File: src/rtl/hilo_pkg.sv
// hilo_pkg: control codes, FSM states and iteration count shared by the HI/LO multiply/divide unit.
package hilo_pkg;
   localparam logic [3:0] CTL_DIV   = 4'd13;
   localparam logic [3:0] CTL_MULT  = 4'd14;
   localparam logic [3:0] CTL_MULTU = 4'd15;
   localparam int ITERS = 32;
   localparam int CNT_W = $clog2(ITERS);
   typedef enum logic [1:0] {IDLE, RUN, FIX} state_t;
endpackage

File: src/rtl/hilo_muldiv_div_step.sv
// div_step: one restoring-divide step on the shifted partial remainder.
module div_step #(
   parameter int WIDTH = 32
) (
   input  logic [WIDTH:0]   part,
   input  logic [WIDTH-1:0] divisor,
   output logic [WIDTH-1:0] rem,
   output logic             q
);
   logic [WIDTH:0] diff;
   assign diff = part - {1'b0, divisor};
   assign q    = part >= {1'b0, divisor};
   // Remainder always ends below the divisor, so WIDTH bits suffice.
   assign rem  = q ? diff[WIDTH-1:0] : part[WIDTH-1:0];
endmodule

File: src/rtl/hilo_muldiv.sv
// hilo_muldiv: iterative MULT/MULTU/DIV unit owning the HI/LO registers.
module hilo_muldiv #(
   parameter int         WIDTH     = 32,
   parameter logic [3:0] CTL_DIV   = hilo_pkg::CTL_DIV,
   parameter logic [3:0] CTL_MULT  = hilo_pkg::CTL_MULT,
   parameter logic [3:0] CTL_MULTU = hilo_pkg::CTL_MULTU
) (
   input  logic             clk,
   input  logic             rst_n,
   input  logic             hilo_enable,
   input  logic [3:0]       alu_ctl,
   input  logic [WIDTH-1:0] op_a,
   input  logic [WIDTH-1:0] op_b,
   input  logic             kill,
   input  logic             hi_we,
   input  logic             lo_we,
   input  logic [WIDTH-1:0] wdata,
   output logic [WIDTH-1:0] hi,
   output logic [WIDTH-1:0] lo,
   output logic             busy,
   output logic             done
);
   import hilo_pkg::*;
   state_t             state, state_nx;
   logic [CNT_W-1:0]   cnt;
   logic [2*WIDTH-1:0] acc, prod;
   logic [WIDTH-1:0]   opnd, a_raw, abs_a, abs_b, rem_nx, res_hi, res_lo;
   logic [WIDTH:0]     sum;
   logic               is_div, dz, neg_hi, neg_lo, valid_ctl, accept, sgn, q_bit;

   assign valid_ctl = alu_ctl == CTL_DIV || alu_ctl == CTL_MULT || alu_ctl == CTL_MULTU;
   assign accept    = state == IDLE && hilo_enable && valid_ctl && !kill;
   assign sgn       = alu_ctl != CTL_MULTU;
   assign abs_a     = sgn && op_a[WIDTH-1] ? -op_a : op_a;
   assign abs_b     = sgn && op_b[WIDTH-1] ? -op_b : op_b;
   assign busy      = state != IDLE;

   // Multiply: acc = {partial product, remaining multiplier bits}.
   assign sum = {1'b0, acc[2*WIDTH-1:WIDTH]} + {1'b0, opnd & {WIDTH{acc[0]}}};

   // Divide: acc = {partial remainder, dividend bits shifting into quotient}.
   div_step #(.WIDTH(WIDTH)) u_step (
      .part    ({acc[2*WIDTH-1:WIDTH], acc[WIDTH-1]}),
      .divisor (opnd),
      .rem     (rem_nx),
      .q       (q_bit)
   );

   assign prod   = neg_lo ? -acc : acc;
   assign res_lo = dz ? '1 : is_div ? (neg_lo ? -acc[WIDTH-1:0] : acc[WIDTH-1:0]) : prod[WIDTH-1:0];
   assign res_hi = dz ? a_raw : is_div ? (neg_hi ? -acc[2*WIDTH-1:WIDTH] : acc[2*WIDTH-1:WIDTH])
                                       : prod[2*WIDTH-1:WIDTH];

   always_ff @(posedge clk or negedge rst_n)
      if (!rst_n) state <= IDLE;
      else        state <= state_nx;

   always_comb begin
      state_nx = state;
      if (accept)                          state_nx = RUN;
      else if (state != IDLE && kill)      state_nx = IDLE;
      else if (state == RUN && cnt == '0)  state_nx = FIX;
      else if (state == FIX)               state_nx = IDLE;
   end

   always_ff @(posedge clk or negedge rst_n)
      if (!rst_n) begin
         hi     <= '0;
         lo     <= '0;
         done   <= 1'b0;
         cnt    <= '0;
         acc    <= '0;
         opnd   <= '0;
         a_raw  <= '0;
         is_div <= 1'b0;
         dz     <= 1'b0;
         neg_hi <= 1'b0;
         neg_lo <= 1'b0;
      end else begin
         done <= state == FIX && !kill;
         if (state == IDLE && hi_we) hi <= wdata;
         if (state == IDLE && lo_we) lo <= wdata;
         if (accept) begin
            is_div <= alu_ctl == CTL_DIV;
            dz     <= alu_ctl == CTL_DIV && op_b == '0;
            a_raw  <= op_a;
            neg_lo <= sgn && (op_a[WIDTH-1] ^ op_b[WIDTH-1]);
            neg_hi <= sgn && op_a[WIDTH-1];
            cnt    <= CNT_W'(ITERS - 1);
            acc    <= {{WIDTH{1'b0}}, alu_ctl == CTL_DIV ? abs_a : abs_b};
            opnd   <= alu_ctl == CTL_DIV ? abs_b : abs_a;
         end else if (state == RUN) begin
            cnt <= cnt - CNT_W'(1);
            acc <= is_div ? {rem_nx, acc[WIDTH-2:0], q_bit} : {sum, acc[WIDTH-1:1]};
         end
         if (state == FIX && !kill) begin
            hi <= res_hi;
            lo <= res_lo;
         end
      end
endmodule

File: config.mk
export PLATFORM = sky130hd
export DESIGN_NAME = hilo_muldiv
export DESIGN_NICKNAME = d
export VERILOG_FILES = /design/src/rtl/hilo_pkg.sv /design/src/rtl/hilo_muldiv_div_step.sv /design/src/rtl/hilo_muldiv.sv
export SDC_FILE = /design/constraint.sdc
export NUM_CORES = 1
export LEC_CHECK = 0
export CAP_MARGIN = 5
export CORE_MARGIN = 8
export CORE_UTILIZATION = 35
export DETAILED_ROUTE_END_ITERATION = 16
export PLACE_DENSITY_LB_ADDON = 0.2
export SETUP_SLACK_MARGIN = 0.5
export SLEW_MARGIN = 20
export SYNTH_ARGS = -nofsm -noshare
export SYNTH_HDL_FRONTEND = slang
export SYNTH_HIERARCHICAL = 1
export SYNTH_SLANG_ARGS = --single-unit
File: constraint.sdc
create_clock -name clk -period 7.2 [get_ports clk]
set_input_delay 1.44 -clock clk [delete_from_list [all_inputs] [get_ports clk]]
set_output_delay 1.44 -clock clk [all_outputs]
set_load 0.005 [all_outputs]
Figure 1. Track usage over the die.
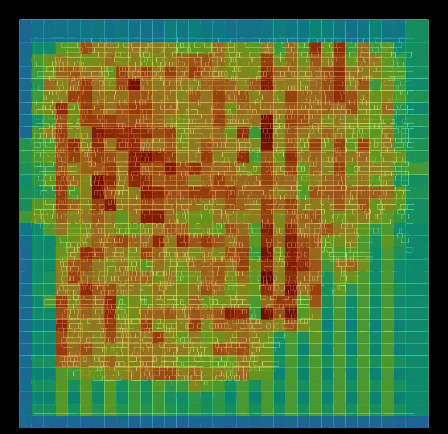
met3 GRT Util: 2.984%
fin util: 41.97%
global routing's busiest layer: met2

Figure 2. Layout detail.
Window x 163 to 188, y 163 to 188 µm. Cells in grey, sequential cells in the stronger grey; small squares are vias.
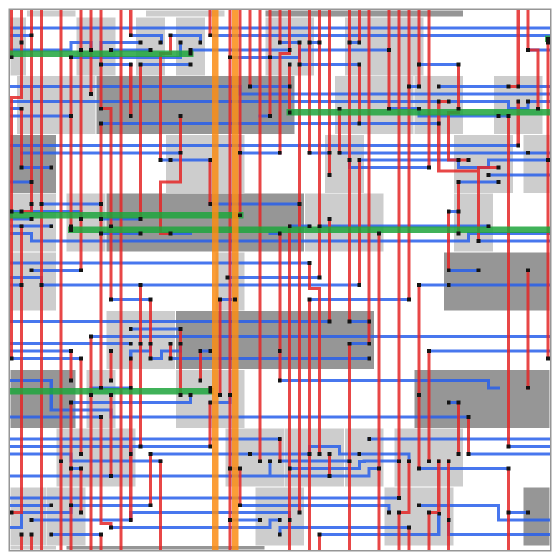
legend:
  blue:
    layer: M1
  green:
    layer: M3
  orange:
    layer: M4
  red:
    layer: M2
netlist names of flops here include: `hi` (3), `lo` (2)
most frequent: o22ai_1 (5), dfrtp_1 (5), clkdlybuf4s50_1 (4)
sequential cells in the window: 5
cells with their middle in the window: 36

==> metrics.yaml <==
run_status:
  status: "finished, final reports clean"
yosys:
  syn_area_mm2: 0.01658
  yosysUniqueCellTypes: 82
  netlist_instances: 2055
  postSynthSeqShare_pct: 30.80
  edf_count: 0
clocking:
  postCtsSetupRepairBufs: 0
  cts_tree: "done"
  clockBufferDepth: 3
  cts.repair.resized: 0
placed_design:
  io_buffer_count: 171
  place_ws_ns: 2.488
  post-place-cells: 2725
layout:
  drive_gt1_share_pct: 6.516
power_and_ir_drop:
  p_seq_share_pct: 27.1
  switching_share_pct: 46.89
  p_int_mw: 4.062
  finalPower_mw: 7.648
grt:
  grt_usage_pct: 23.91
  grt_remaining_overflow: 0
  grt_start_max_net_pins: 125
  grt_antenna_before_repair: 0
sta:
  fin_crit_ns: 4.202
  max-slew-margin-rel_pct: 29.49
  fin_skew_ns: 0.01178
  period_used_pct: 58.37
worst_hold_path:
  hold_path_class: "reg -> reg"
  min_delay_path_depth: 2
detailed_routing:
  drt_iter0_drc: 1887
  wl_met3_mm: 4.781
critical_path:
  crit_type: "in -> reg"
  rrSetupSlack_ns: 3.07
floorplanning:
  dieHeight_um: 233.6
Figure 3. Signal wires on met1.
(1 px per µm)
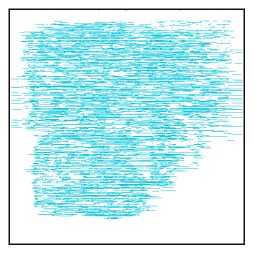
wire length on this layer: 31.0 mm
main direction: horizontal
share of all routed wire: 46%
via count: 16600
GR Util met1: 35.08%
final wirelength: 67.54 mm

Figure 4. Sequential cells coloured by netlist name.
(2 px per µm)
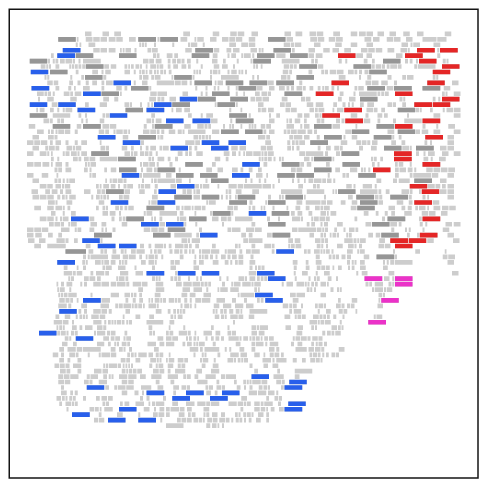
legend:
  red:
    netlist_name: `lo`
    placed_flops: 32
  magenta:
    netlist_name: `cnt`
    placed_flops: 5
    where: east
  blue:
    netlist_name: `acc`
    placed_flops: 64

[power groups by stage]
stage          clock network, mW  logic (mW)  registers [mW]
2_1_floorplan                  0        3.18            1.72
3_3_place_gp                   0        4.17            2.06
3_5_place_dp                   0        4.20            2.07
4_1_cts                     1.33        4.22            2.05
5_1_grt                     1.37        4.64            2.09
6_report                    1.31        4.27            2.07
[layout make-up]
type / count / area (µm²) / share of cell area (%)
multi-input cells: 1662 / 10770 / 55.02
flip-flops and latches: 204 / 5109 / 26.09
repair buffers: 191 / 1878 / 9.590
well taps: 607 / 759.5 / 3.878
clock buffers: 38 / 757.0 / 3.866
inverters: 61 / 229.0 / 1.169
clock inverters: 8 / 76.32 / 0.3898
[how the worst max path moves through the flow]
stage             start  slack (ns)       to  cells after the start
2_1_floorplan  op_b[17]        3.46  acc[29]                      8
6_report        op_a[0]        3.00  acc[29]                     10
3_3_place_gp    op_a[0]        2.49  acc[29]                     10
3_5_place_dp    op_a[0]        2.49  acc[29]                     10
4_1_cts         op_a[0]        3.07  acc[29]                     10
5_1_grt         acc[42]        2.80  acc[48]                     13
[cell families after synthesis]
| group | Yosys count | share of synthesized area [%] |
|---|---|---|
| buffers and inverters | 189 | 4.476 |
| adder cells (fa/ha/maj) | 72 | 5.525 |
| AND-OR/OR-AND | 620 | 23.91 |
| XOR/XNOR | 178 | 9.405 |
| AND/OR/NAND/NOR | 708 | 20.34 |
| flip-flops | 204 | 30.80 |
| multiplexers | 84 | 5.556 |
[registers in the layout (all words and copies together) (netlist names)]
register and count:
done 1, neg_lo 1, state 2, is_div 1
acc 64, opnd 32, lo 32, cnt 5
dz 1, neg_hi 1, a_raw 32, hi 32
[per-layer routing]
layer | track usage (%) | vias up
met1 | 35.08 | 8180
met3 | 2.984 | 102
li1 | - | 7619
met5 | 0 | -
met4 | 8.024 | 0
met2 | 35.74 | 702
[cell usage in the layout, fill, tap and decap left out, types with 25 or more instances in the layout]
| master | n |
|---|---|
| a21o_1 | 25 |
| a21oi_1 | 139 |
| a31oi_1 | 30 |
| and2_1 | 42 |
| clkbuf_16 | 27 |
| clkdlybuf4s50_1 | 170 |
| dfrtp_1 | 203 |
| ha_1 | 70 |
| inv_1 | 59 |
| mux2_2 | 28 |
| mux2i_1 | 47 |
| nand2_1 | 272 |
| nand3_1 | 49 |
| nor2_1 | 152 |
| nor3_1 | 45 |
| o21ai_0 | 178 |
| o22ai_1 | 37 |
| xnor2_1 | 114 |
| xor2_1 | 64 |
[cells in the mapped netlist, types with 19 or more instances]
cell	instances	area (µm²)
a21oi_1	140	700.7
mux2_2	28	315.3
clkbuf_1	100	375.4
o221ai_1	24	210.2
buf_1	21	78.83
nor3_1	45	225.2
nand2_1	273	1025
nor2_1	154	578.1
inv_1	60	225.2
xor2_1	64	560.5
o31ai_1	24	180.2
dfrtp_1	204	5105
a31oi_1	30	187.7
o22ai_1	37	231.5
nand2b_1	19	118.9
and2_1	42	262.8
ha_1	70	875.8
xnor2_1	114	998.5
mux2i_1	47	470.5
a21o_1	25	187.7
nand3_1	49	245.2
o21ai_0	178	890.9
